File: src/rtl/student_pc_n.sv
// -----------------------------------------------------------------------------
// student_pc_n -- parametrised program-counter / loop-counter register.
//
// A WIDTH-bit state register. On each rising clock edge it does exactly one
// of: synchronous clear, load, bitwise AND-mask, increment by STEP, decrement
// by STEP, or hold. Clear has the highest priority and hold the lowest.
// `wrap` is a registered flag. It goes high for one cycle after an inc or dec
// that crossed the modulus 2^WIDTH.
//
// The AND-mask datapath is built from one student_and gate per bit.
//
// Ports:
//   clk    in   1      rising-edge clock
//   reset  in   1      asynchronous, active-high reset (out=RESET_VALUE, wrap=0)
//   clr    in   1      synchronous clear to zero
//   load   in   1      synchronous load of `in`
//   mask   in   1      synchronous out <= out AND in
//   inc    in   1      add STEP (only when dec=0)
//   dec    in   1      subtract STEP (only when inc=0)
//   in     in   WIDTH  load / mask operand, sampled at the edge
//   out    out  WIDTH  current register value (pure flop output)
//   wrap   out  1      carry/borrow of the last inc/dec (pure flop output)
// -----------------------------------------------------------------------------

// Single-bit AND gate, the leaf cell of the mask datapath.
//   a, b  in   1  operands
//   y     out  1  a AND b
module student_and (
  input  logic a,
  input  logic b,
  output logic y
);
  assign y = a & b;
endmodule

module student_pc_n #(
  parameter int               WIDTH       = 16,
  parameter logic [WIDTH-1:0] RESET_VALUE = '0,
  parameter logic [WIDTH-1:0] STEP        = WIDTH'(1)
) (
  input  logic             clk,
  input  logic             reset,
  input  logic             clr,
  input  logic             load,
  input  logic             mask,
  input  logic             inc,
  input  logic             dec,
  input  logic [WIDTH-1:0] in,
  output logic [WIDTH-1:0] out,
  output logic             wrap
);

  typedef enum logic [2:0] {
    ACT_HOLD,
    ACT_CLR,
    ACT_LOAD,
    ACT_MASK,
    ACT_INC,
    ACT_DEC
  } action_t;

  // STEP widened by one bit, so the carry/borrow lands in bit WIDTH.
  localparam logic [WIDTH:0] STEP_EXT = {1'b0, STEP};

  action_t          action;
  logic [WIDTH-1:0] masked;
  logic [WIDTH:0]   sum;
  logic [WIDTH:0]   diff;
  logic [WIDTH-1:0] out_next;
  logic             wrap_next;

  // Per-bit mask gates: out AND in.
  for (genvar i = 0; i < WIDTH; i++) begin : g_mask
    student_and u_and (
      .a (out[i]),
      .b (in[i]),
      .y (masked[i])
    );
  end

  // Bit WIDTH of sum is the carry out. Bit WIDTH of diff is the borrow,
  // which is set exactly when out < STEP.
  assign sum  = {1'b0, out} + STEP_EXT;
  assign diff = {1'b0, out} - STEP_EXT;

  // Priority decode. inc and dec together fall through to hold.
  always_comb begin
    // NOTE: every combinational output gets a default first, so no path
    // leaves it unassigned and no latch is inferred.
    action = ACT_HOLD;
    if (clr)              action = ACT_CLR;
    else if (load)        action = ACT_LOAD;
    else if (mask)        action = ACT_MASK;
    else if (inc && !dec) action = ACT_INC;
    else if (dec && !inc) action = ACT_DEC;
  end

  // Next-state datapath. wrap defaults to 0, so any edge that is not a
  // wrapping inc/dec clears it, including edges where clr/load/mask win.
  always_comb begin
    out_next  = out;
    wrap_next = 1'b0;
    unique case (action)
      ACT_CLR:  out_next = '0;
      ACT_LOAD: out_next = in;
      ACT_MASK: out_next = masked;
      ACT_INC: begin
        out_next  = sum[WIDTH-1:0];
        wrap_next = sum[WIDTH];
      end
      ACT_DEC: begin
        out_next  = diff[WIDTH-1:0];
        wrap_next = diff[WIDTH];
      end
      default: out_next = out;
    endcase
  end

  always_ff @(posedge clk or posedge reset) begin
    if (reset) begin
      out  <= RESET_VALUE;
      wrap <= 1'b0;
    end else begin
      // NOTE: sequential state uses non-blocking assignments, so every flop
      // samples values from before the edge.
      out  <= out_next;
      wrap <= wrap_next;
    end
  end

endmodule

File: config.mk
export PLATFORM = sky130hd
export DESIGN_NAME = student_pc_n
export DESIGN_NICKNAME = d
export VERILOG_FILES = /design/src/rtl/student_pc_n.sv
export SDC_FILE = /design/constraint.sdc
export NUM_CORES = 1
export LEC_CHECK = 0
export CAP_MARGIN = 20
export CORE_MARGIN = 2
export CORE_UTILIZATION = 51
export DETAILED_ROUTE_END_ITERATION = 7
export PLACE_DENSITY = 0.81
export SLEW_MARGIN = 10
export SYNTH_ARGS = -nofsm -noshare
export SYNTH_HDL_FRONTEND = slang
export SYNTH_SLANG_ARGS = --single-unit
File: constraint.sdc
create_clock -name clk -period 2.4 [get_ports clk]
set_input_delay 0.72 -clock clk [delete_from_list [all_inputs] [get_ports clk]]
set_output_delay 0.72 -clock clk [all_outputs]
set_load 0.02 [all_outputs]
==> results.yml <==
# flow metrics
yosys:
  most_common_cell: "dfrtp_1"
  synthesis.area_um2: 1740
  ff_type: "dfrtp_1"
  yosys_cells: 218
  synth.avg_cell_area_um2: 7.97
  async_reset_ff_share_pct: 100
  synth.top_cell.area_share_pct: 24.5
  muxShareOfSynthArea_pct: 0.576
  yosys_warnings: 0
  synth_cell_types: 53
  synth-edff-count: 0
  synth.logic.top_family: "simple AND/OR/NAND/NOR gates"
  syn_inst: 218
  ys_area_um2: 1740
  common_cells: "dfrtp_1 (17), buf_4 (16), nand2_1 (14)"
  ys_sh_simple_pct: 29.2
  syn-num-nets: 244
  synthAoiAreaFrac_pct: 23.6
  synth-seq-cells: 17
  synth-xor-area-share_pct: 6.56
  ys_sh_adder_pct: 2.16
  area_leaders: "dfrtp_1 (24%), buf_4 (6.9%), xnor2_1 (4.5%), o22ai_1 (3.2%), a21o_1 (3.0%)"
  ys_seq_share_pct: 24.5
  top_area_cell: "dfrtp_1"
grt:
  grt-ovfl-total: 0
  first_global_vias: 1731
  antenna_found_initial: 0
  grt_max_degree: 18
  grtUsageTotal_pct: 26.8
  grt_first_pass_wirelength_um: 8470
cells_and_area:
  syn_to_final_growth_pct: 30.3
  antenna_cells: 0
  drive_above_1_share_pct: 18.4
  fillers: 309
  final_area_um2: 2260
  instances_no_fill: 302
  fin_nets: 283
setup_path:
  crit_fanout: 10
  cp.required_ns: 1.68
  cp_cell_sequence: "clkdlybuf4s50_1"
  path_class: "reg -> out"
  crit_buf_inv: 1
  critical_path.top_delay_family: "buffers and inverters"
  cpPeakStageDelay_ns: 0.68
  cp-end-kind: "output port"
  cp.arrival_ns: 1.60
  crit_slowest_cell: "clkdlybuf4s50_1"
  cp-start-kind: "flop"
clock_network:
  htreeDepth: 1
  tritoncts: "yes"
  clock-sinks: 17
  clock_latency_ns: 0.31
  cts_root_buffer: "clkbuf_4"
  clock_path_buffers: 2
  clkTransAtPathRegs_ns: 0.12
floorplanning:
  die_area_um2: 3890
  core-area_um2: 3310
  io_pins: 40
  dieHeight_um: 62.4
  fp_util_pct: 52.5
  rows: 21
  dieWidth_um: 62.4
timing:
  maxSlewViolCount: 0
  setup_viol: 0
  finalHoldViolations: 0
  slew_headroom_pct: 61.2
  finClkSkew_ns: 0.0107
  rsz0062_at_grt: "false"
  period_needed_ns: 2.32
  holdWs_ns: 0.682
  tightest_slew_ns: 0.577
  fmax_mhz: 431
  finalCritPeriodShare_pct: 96.6
route:
  drt_iter0_drc: 157
  drt_wl_total_um: 5020
  via_count: 1849
  drc: 0
  ant_nets: 0
  vias_per_cell: 6.12
  wire_per_inst_um: 16.6
  drtPass1Iterations: 6
placement:
  dp_cells: 298
  placed_area_um2: 2200
  portBuffers: 39
  dp.final_hpwl_um: 3640
  routabilityCongestion: 0.938
min_path:
  hp-class: "reg -> reg"
power_and_ir_drop:
  power_leakage_nw: 0.902
  vdd_drop_max_v: 0.000232
  power_density_nw_per_um2: 475
outcome:
  status: "completed"
job:
  warnings: 27
  drv_cap: 0
power breakdown:
group | leakage, nW | internal [W] | switching, W
sequential | 0.224 | 0.000322 | 0.0000997
clock | 0.0150 | 0.0000650 | 0.000110
combinational | 0.663 | 0.000246 | 0.000233
total | 0.902 | 0.000633 | 0.000443
worst paths after layout:
path                              start  cells past startpoint  slack (ns)       to
worst max-delay path            out[12]                      1        0.08  out[12]
worst min-delay path             out[3]                      1        0.68   out[3]
worst max register to register   out[0]                      6        0.37  out[12]
worst min register to register   out[3]                      1        0.68   out[3]
max in group asynchronous         reset                      3        1.49   out[1]
min in group asynchronous         reset                      3        0.70   out[9]
placed cells by master (no fill, tap or decap), drive strengths merged, types with 2 or more instances in the layout:
| master | synthesis | routed |
|---|---|---|
| a21o | 7 | 7 |
| a21oi | 10 | 10 |
| a22oi | 7 | 7 |
| a2bb2oi | 3 | 3 |
| and3 | 3 | 3 |
| buf | 27 | 29 |
| clkbuf | 7 | 4 |
| clkdlybuf4s50 | 0 | 39 |
| dfrtp | 17 | 17 |
| ha | 3 | 3 |
| inv | 7 | 7 |
| nand2 | 14 | 14 |
| nand2b | 4 | 4 |
| nand3 | 10 | 10 |
| nand3b | 2 | 2 |
| nand4 | 5 | 5 |
| nand4b | 2 | 2 |
| nor2 | 13 | 13 |
| nor3 | 8 | 8 |
| nor3b | 3 | 3 |
| nor4 | 10 | 10 |
| nor4b | 2 | 2 |
| o21ai | 11 | 11 |
| o221ai | 2 | 2 |
| o22ai | 9 | 9 |
| o311a | 2 | 2 |
| or2 | 2 | 2 |
| or3 | 2 | 2 |
| xnor2 | 9 | 9 |
| xor2 | 4 | 4 |
stage by stage:
stage	setup WS [ns]	power, W	TNS [ns]	utilization, %
6_report	0.0824	0.00108	0	68.4
3_5_place_dp	-0.373	0.000888	-4.38	66.3
3_3_place_gp	-0.282	0.000879	-3.69	66.3
5_1_grt	0.0117	0.00114	0	68.4
4_1_cts	0.0370	0.00106	0	67.8
2_1_floorplan	0.213	0.000742	0	-
state kept, by name, indices dropped and copies added, names as in the netlist:
| signal | count |
|---|---|
| wrap | 1 |
| out | 16 |
routing by layer:
metal / routed length [µm] / GRT usage, % / vias up / part of all wire [%]
met5: 0 / 0 / - / 0
li1: - / - / 870 / -
met3: 338 / 2.90 / 9 / 6.7
met2: 2380 / 42.0 / 89 / 47
met1: 2210 / 38.5 / 881 / 44
met4: 85 / 9.44 / 0 / 1.7
cell families after synthesis:
family / Yosys count
xor gates and xnor gates: 13
buffers and inverters: 41
DFF: 17
adders and majority gates: 3
muxes: 1
and+or+nand+nor: 83
AOI/OAI and AO/OA: 60
cell type report:
class | instances | area, µm² | area share [%]
multi-input combinational | 160 | 1120 | 49.5
timing repair buffer | 68 | 608 | 26.9
clock buffer | 4 | 26.3 | 1.16
inverter | 7 | 26.3 | 1.16
tap | 46 | 57.6 | 2.54
sequential | 17 | 425 | 18.8
repair_timing:
action | 4_1_cts | 5_1_grt
hold buffers | 0 | 0
setup endpoints to repair | 4 | 8
setup buffers | 1 | 0
pin swaps | 1 | 3
resized | 3 | 6
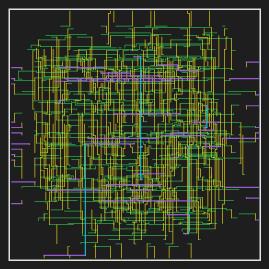
(images/layers.png)
Drawn at 4 px/µm.
Purple is M3, wire length 338 µm. Yellow is M2, wire length 2380 µm. Cyan is M4, wire length 85.7 µm. Green is M1, wire length 2210 µm.

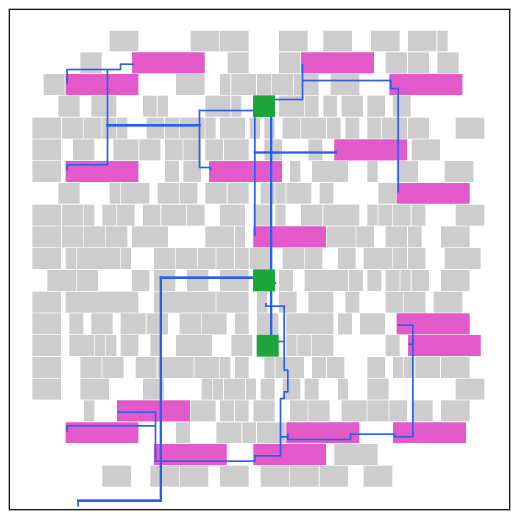
(images/clock_wires.png)
Drawn at 8 px/µm.
Green is clock-net drivers, count 3. Magenta is flip-flops, count 17. Blue is clock wires, length 303 µm.
Position of the flops: spread over the die. There are 4 routed clock nets.

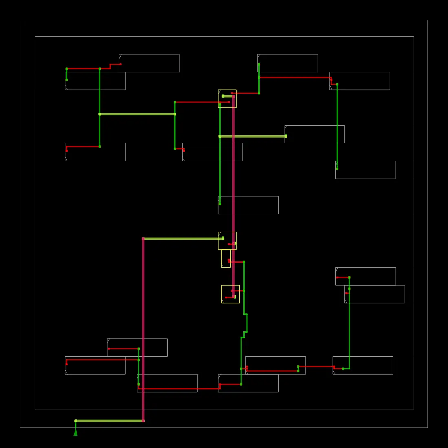
(images/clock_nets.png)
CTS buffer count: 3
clk pwr: 0.000175 W
flop count: 17

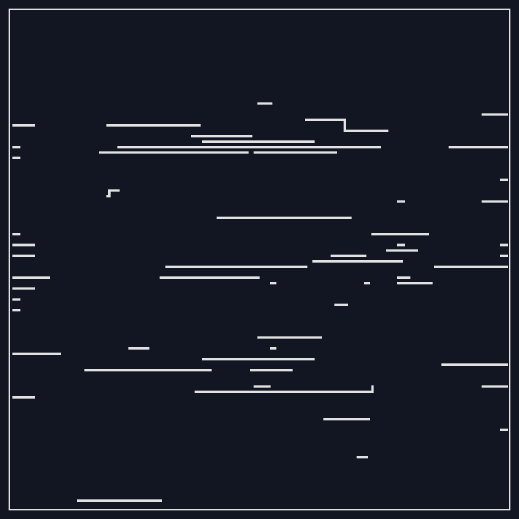
(images/m3.png)
Drawn at 8 px/µm.
The wires run mostly horizontal. The layer carries 338 µm of wire. The longest straight run is 32.7 µm.

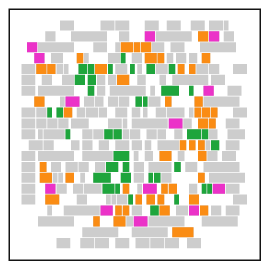
(images/gates.png)
Drawn at 4 px/µm.
Orange is aoi and oai cells, cells 47, where spread over the die. Green is nand cells, cells 37. Magenta is non-inverting ao/oa cells, cells 13, where spread over the die.

Power and IR drop assume default switching activity.
